### Cell placement

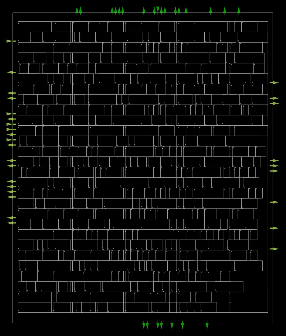
### Clock distribution

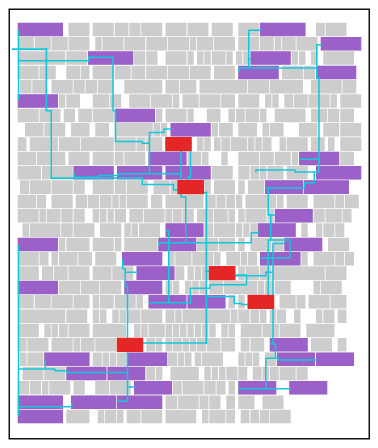
File: config.mk
export PLATFORM = sky130hd
export DESIGN_NAME = canvas_reader
export DESIGN_NICKNAME = d
export VERILOG_FILES = /design/src/rtl/canvas_reader.sv
export SDC_FILE = /design/constraint.sdc
export NUM_CORES = 1
export LEC_CHECK = 0
export ABC_AREA = 1
export CORE_ASPECT_RATIO = 1.2
export CORE_UTILIZATION = 46
export DETAILED_ROUTE_END_ITERATION = 10
export GPL_ROUTABILITY_DRIVEN = 1
export PLACE_DENSITY = 0.77
export SETUP_SLACK_MARGIN = 0.5
export SYNTH_ARGS = -nofsm -noshare
export SYNTH_HDL_FRONTEND = slang
export SYNTH_SLANG_ARGS = --single-unit
File: constraint.sdc
create_clock -name clk -period 1.4 [get_ports clk]
set_input_delay 0.14 -clock clk [delete_from_list [all_inputs] [get_ports clk]]
set_output_delay 0.14 -clock clk [all_outputs]
set_load 0.005 [all_outputs]
File: src/rtl/canvas_reader.sv
// canvas_reader: scans the 32x32 canvas, 2x2 OR-downsamples to 16 row words, counts set pixels
module canvas_reader #(
  parameter int READ_LATENCY = 1
) (
  input  logic        clk,
  input  logic        rst,
  input  logic        start,
  input  logic        editing,
  output logic [9:0]  rd_addr,
  output logic        rd_en,
  input  logic        rd_data,
  output logic [15:0] out_row,
  output logic [3:0]  out_idx,
  output logic        out_valid,
  input  logic        out_ready,
  output logic        out_last,
  output logic        busy,
  output logic        done,
  output logic [10:0] pixel_count
);
  typedef enum logic [2:0] {IDLE, READ, DRAIN, OUT, FIN} state_t;
  state_t r_state, w_next;
  logic [3:0]  r_row;
  logic [5:0]  r_cnt;
  logic [15:0] r_acc;
  logic [10:0] r_pix;
  logic [READ_LATENCY-1:0] r_vld;
  logic [3:0]  r_tag [READ_LATENCY];
  logic        w_cap;
  logic [3:0]  w_tag;
  assign w_cap       = r_vld[READ_LATENCY-1];
  assign w_tag       = r_tag[READ_LATENCY-1];
  assign rd_en       = r_state == READ;
  assign rd_addr     = {r_row, r_cnt};
  assign out_valid   = r_state == OUT;
  assign out_row     = out_valid ? r_acc : '0;
  assign out_idx     = r_row;
  assign out_last    = out_valid && r_row == 4'd15;
  assign busy        = r_state != IDLE;
  assign done        = r_state == FIN;
  assign pixel_count = r_pix;
  // next-state: 64 reads per row pair, drain the read pipeline, then hold the row until accepted
  always_comb begin
    w_next = r_state;
    case (r_state)
      IDLE:    w_next = (start && !editing) ? READ : IDLE;
      READ:    w_next = (r_cnt == 6'd63) ? DRAIN : READ;
      DRAIN:   w_next = (r_cnt == 6'(READ_LATENCY - 1)) ? OUT : DRAIN;
      OUT:     w_next = !out_ready ? OUT : (r_row == 4'd15) ? FIN : READ;
      FIN:     w_next = IDLE;
      default: w_next = IDLE;
    endcase
  end
  // state, counters, x-tag pipeline matching the RAM latency, and row/pixel accumulation
  always_ff @(posedge clk) begin
    if (rst) begin
      r_state <= IDLE;
      r_row   <= '0;
      r_cnt   <= '0;
      r_acc   <= '0;
      r_pix   <= '0;
      r_vld   <= '0;
      for (int k = 0; k < READ_LATENCY; k++) r_tag[k] <= '0;
    end else begin
      r_state  <= w_next;
      r_vld[0] <= rd_en;
      r_tag[0] <= r_cnt[4:1];
      for (int k = 1; k < READ_LATENCY; k++) begin
        r_vld[k] <= r_vld[k-1];
        r_tag[k] <= r_tag[k-1];
      end
      if (r_state == READ || r_state == DRAIN)
        r_cnt <= (r_state == DRAIN && w_next == OUT) ? '0 : r_cnt + 6'd1;
      if (r_state == IDLE && w_next == READ) begin
        r_row <= '0;
        r_acc <= '0;
        r_pix <= '0;
      end else begin
        if (w_cap) begin
          r_acc[w_tag] <= r_acc[w_tag] | rd_data;
          r_pix        <= r_pix + 11'(rd_data);
        end
        if (r_state == OUT && w_next == READ) begin
          r_row <= r_row + 4'd1;
          r_acc <= '0;
        end
      end
    end
  end
endmodule

==> results_slide.txt <==
Key Metrics from the Run

Run status
  • Outcome: finished with violations
  • Failing checks: negative setup slack

Final layout
  • Antenna cells: 0
  • Area Growth Syn to Fin: 84.50%
  • Post-route cell area: 0.004437 mm^2

Setup path
  • Crit-path most repeated cell: nand2_1
  • CP peak stage delay: 0.41 ns
  • CP delay by family, top: simple AND/OR/NAND/NOR gates
  • Critical Path AT: 1.86 ns
  • WP buf/inv: 1
  • Slowest CP cell: dfxtp_4

Final timing
  • Setup Skew: 0.008611 ns
  • Peak Freq: 0.5975 GHz
  • Setup violations, final: 43
  • Final WS setup: -0.2736 ns
  • Unrepaired setup endpoints after global routing: true
  • Final Hold Fails: 0
  • Slew HR: 70.23%
  • Slew @ Worst Pin: 0.4453 ns
  • Final worst path period need: 1.674 ns

CTS
  • CTS Buffer Depth: 2
  • Hold buffers post-CTS: 0
  • CTS tree: done
  • Inserted Clock Buffers: 5

Global routing
  • Overall Global Routing Usage: 28.87%
  • Via count of the first global-routing pass: 2,638
  • First-pass GRT wire length: 11,870 um
  • GR Overflow Total: 0

Floorplan
  • Die Area: 0.005522 mm^2
  • Die width: 68.01 um

Synth
  • Distinct cells, synth: 27
  • Mapped Area: 0.002405 mm^2
  • Sequential share of the synthesized area: 37.46%
  • Syn nets: 359
  • Syn Area/Cell: 6.910 um^2

Place
  • Cell Area, Placed: 0.003334 mm^2

Routing
  • Antenna viol nets, final: 0

Run
  • Max_cap viols: 0
-- 'Cell placement' (at the start) --
fill count: 212
Tapcells: 60
fin cells: 548

-- 'Clock distribution' (at the start) --
Key: red = clock-net drivers [count 5]; cyan = clock wires [length 591 um]; purple = flip-flops [count 45]
There are 6 routed clock nets.
clk_lat worst skew: 0.31 ns
clock share of power: 34.0%

## kinds of logic after synthesis
logic type / synth area share (%)
AND-OR/OR-AND: 12.07
flip-flops: 37.46
buffers and inverters: 11.29
XOR/XNOR: 4.371
adder cells (fa/ha/maj): 2.601
AND/OR/NAND/NOR: 32.21
## metrics by stage
step	setup WS, ns	utilization (%)	hold slack (ns)	total power [mW]
CTS	-0.09742	81.64	0.4631	2.361
floorplan	-0.004869	-	0.2806	1.435
detailed placement	-0.3554	67.03	0.4726	1.517
finish	-0.2736	89.19	0.2367	2.462
global placement	-0.3016	67.03	0.4642	1.513
global route	-0.3918	89.19	0.2508	2.513
## layout make-up
type | count | area, um^2 | share of cell area (%)
tap | 60 | 75.07 | 1.692
clock inverter | 3 | 17.52 | 0.3948
inverter | 45 | 173.9 | 3.920
clock buffer | 5 | 68.82 | 1.551
multi-input combinational | 246 | 1754 | 39.54
timing repair buffer | 144 | 1383 | 31.16
sequential | 45 | 964.7 | 21.74
## registers in the layout, summed over array words and instances (netlist names)
signal and flops:
r_tag 4, pixel_count 11, r_acc 16, r_cnt 6, r_state 3, r_vld 1, out_idx 4
## per-layer routing
metal  wire, um  global-route usage, %
met5          0                      0
met4        697                  12.71
met3        760                  4.354
met2       5560                  53.33
met1       3926                  31.46
## synthesized netlist by cell type (all sizes together)
master | number | area share [%]
inv | 45 | 7.0
a21oi | 26 | 7.0
nand2 | 77 | 14
xnor2 | 3 | 1.1
nand3 | 16 | 3.9
buf | 12 | 4.1
o21ai | 23 | 4.8
and3 | 1 | 0.26
clkbuf | 1 | 0.16
nor4 | 1 | 0.26
nor2 | 73 | 12
ha | 5 | 2.6
a22oi | 1 | 0.31
dfxtp | 45 | 37
xor2 | 9 | 3.3
nor3 | 5 | 1.0
nand4 | 5 | 1.3
## worst min-delay path, stage by stage
cell and delay, ns:
dlymetal6s2s_1 0.15, nor2_4 0.08, inv_4 0.09, nor3_2 0.05
## cells in the final DEF, fill, tap and decap left out, drive strengths merged
master         netlist  layout
nor4                 1       1
and3                 1       1
xor2                 9       9
o21ai               23      23
clkinv               0       2
inv                 45      45
xnor2                3       3
nand3               16      16
nand4                5       5
clkbuf               1       6
a22oi                1       1
nand2               77      78
clkdlybuf4s50        0       3
a21oi               26      26
clkdlybuf4s15        0       2
nor3                 5       5
dlymetal6s2s         0       1
dlygate4sd2          0       2
nor2                73      73
dfxtp               45      45
clkinvlp             0       1
ha                   5       5
buf                 12     135
## power by group
group	internal (mW)	switching, mW
Combinational	0.153	0.188
Sequential	1.27	0.0149
Clock	0.346	0.491
Total	1.77	0.694
## final timing paths
kind	from	end	slack, ns	cells after the start
worst max-delay path	r_tag[0][0]	r_acc[4]	-0.27	11
worst min-delay path	rst	pixel_count[2]	0.24	4
worst max register to register	r_tag[0][0]	r_acc[4]	-0.27	11
worst min register to register	r_acc[6]	r_acc[6]	0.50	2
## repair_timing
item                       in CTS  in global routing
gates resized                 314                 74
setup endpoints to repair      86                 88
buffers inserted               40                 12
pin swaps                      27                 30
cloned                          2                  0
Power is estimated from default activity; no workload was simulated.
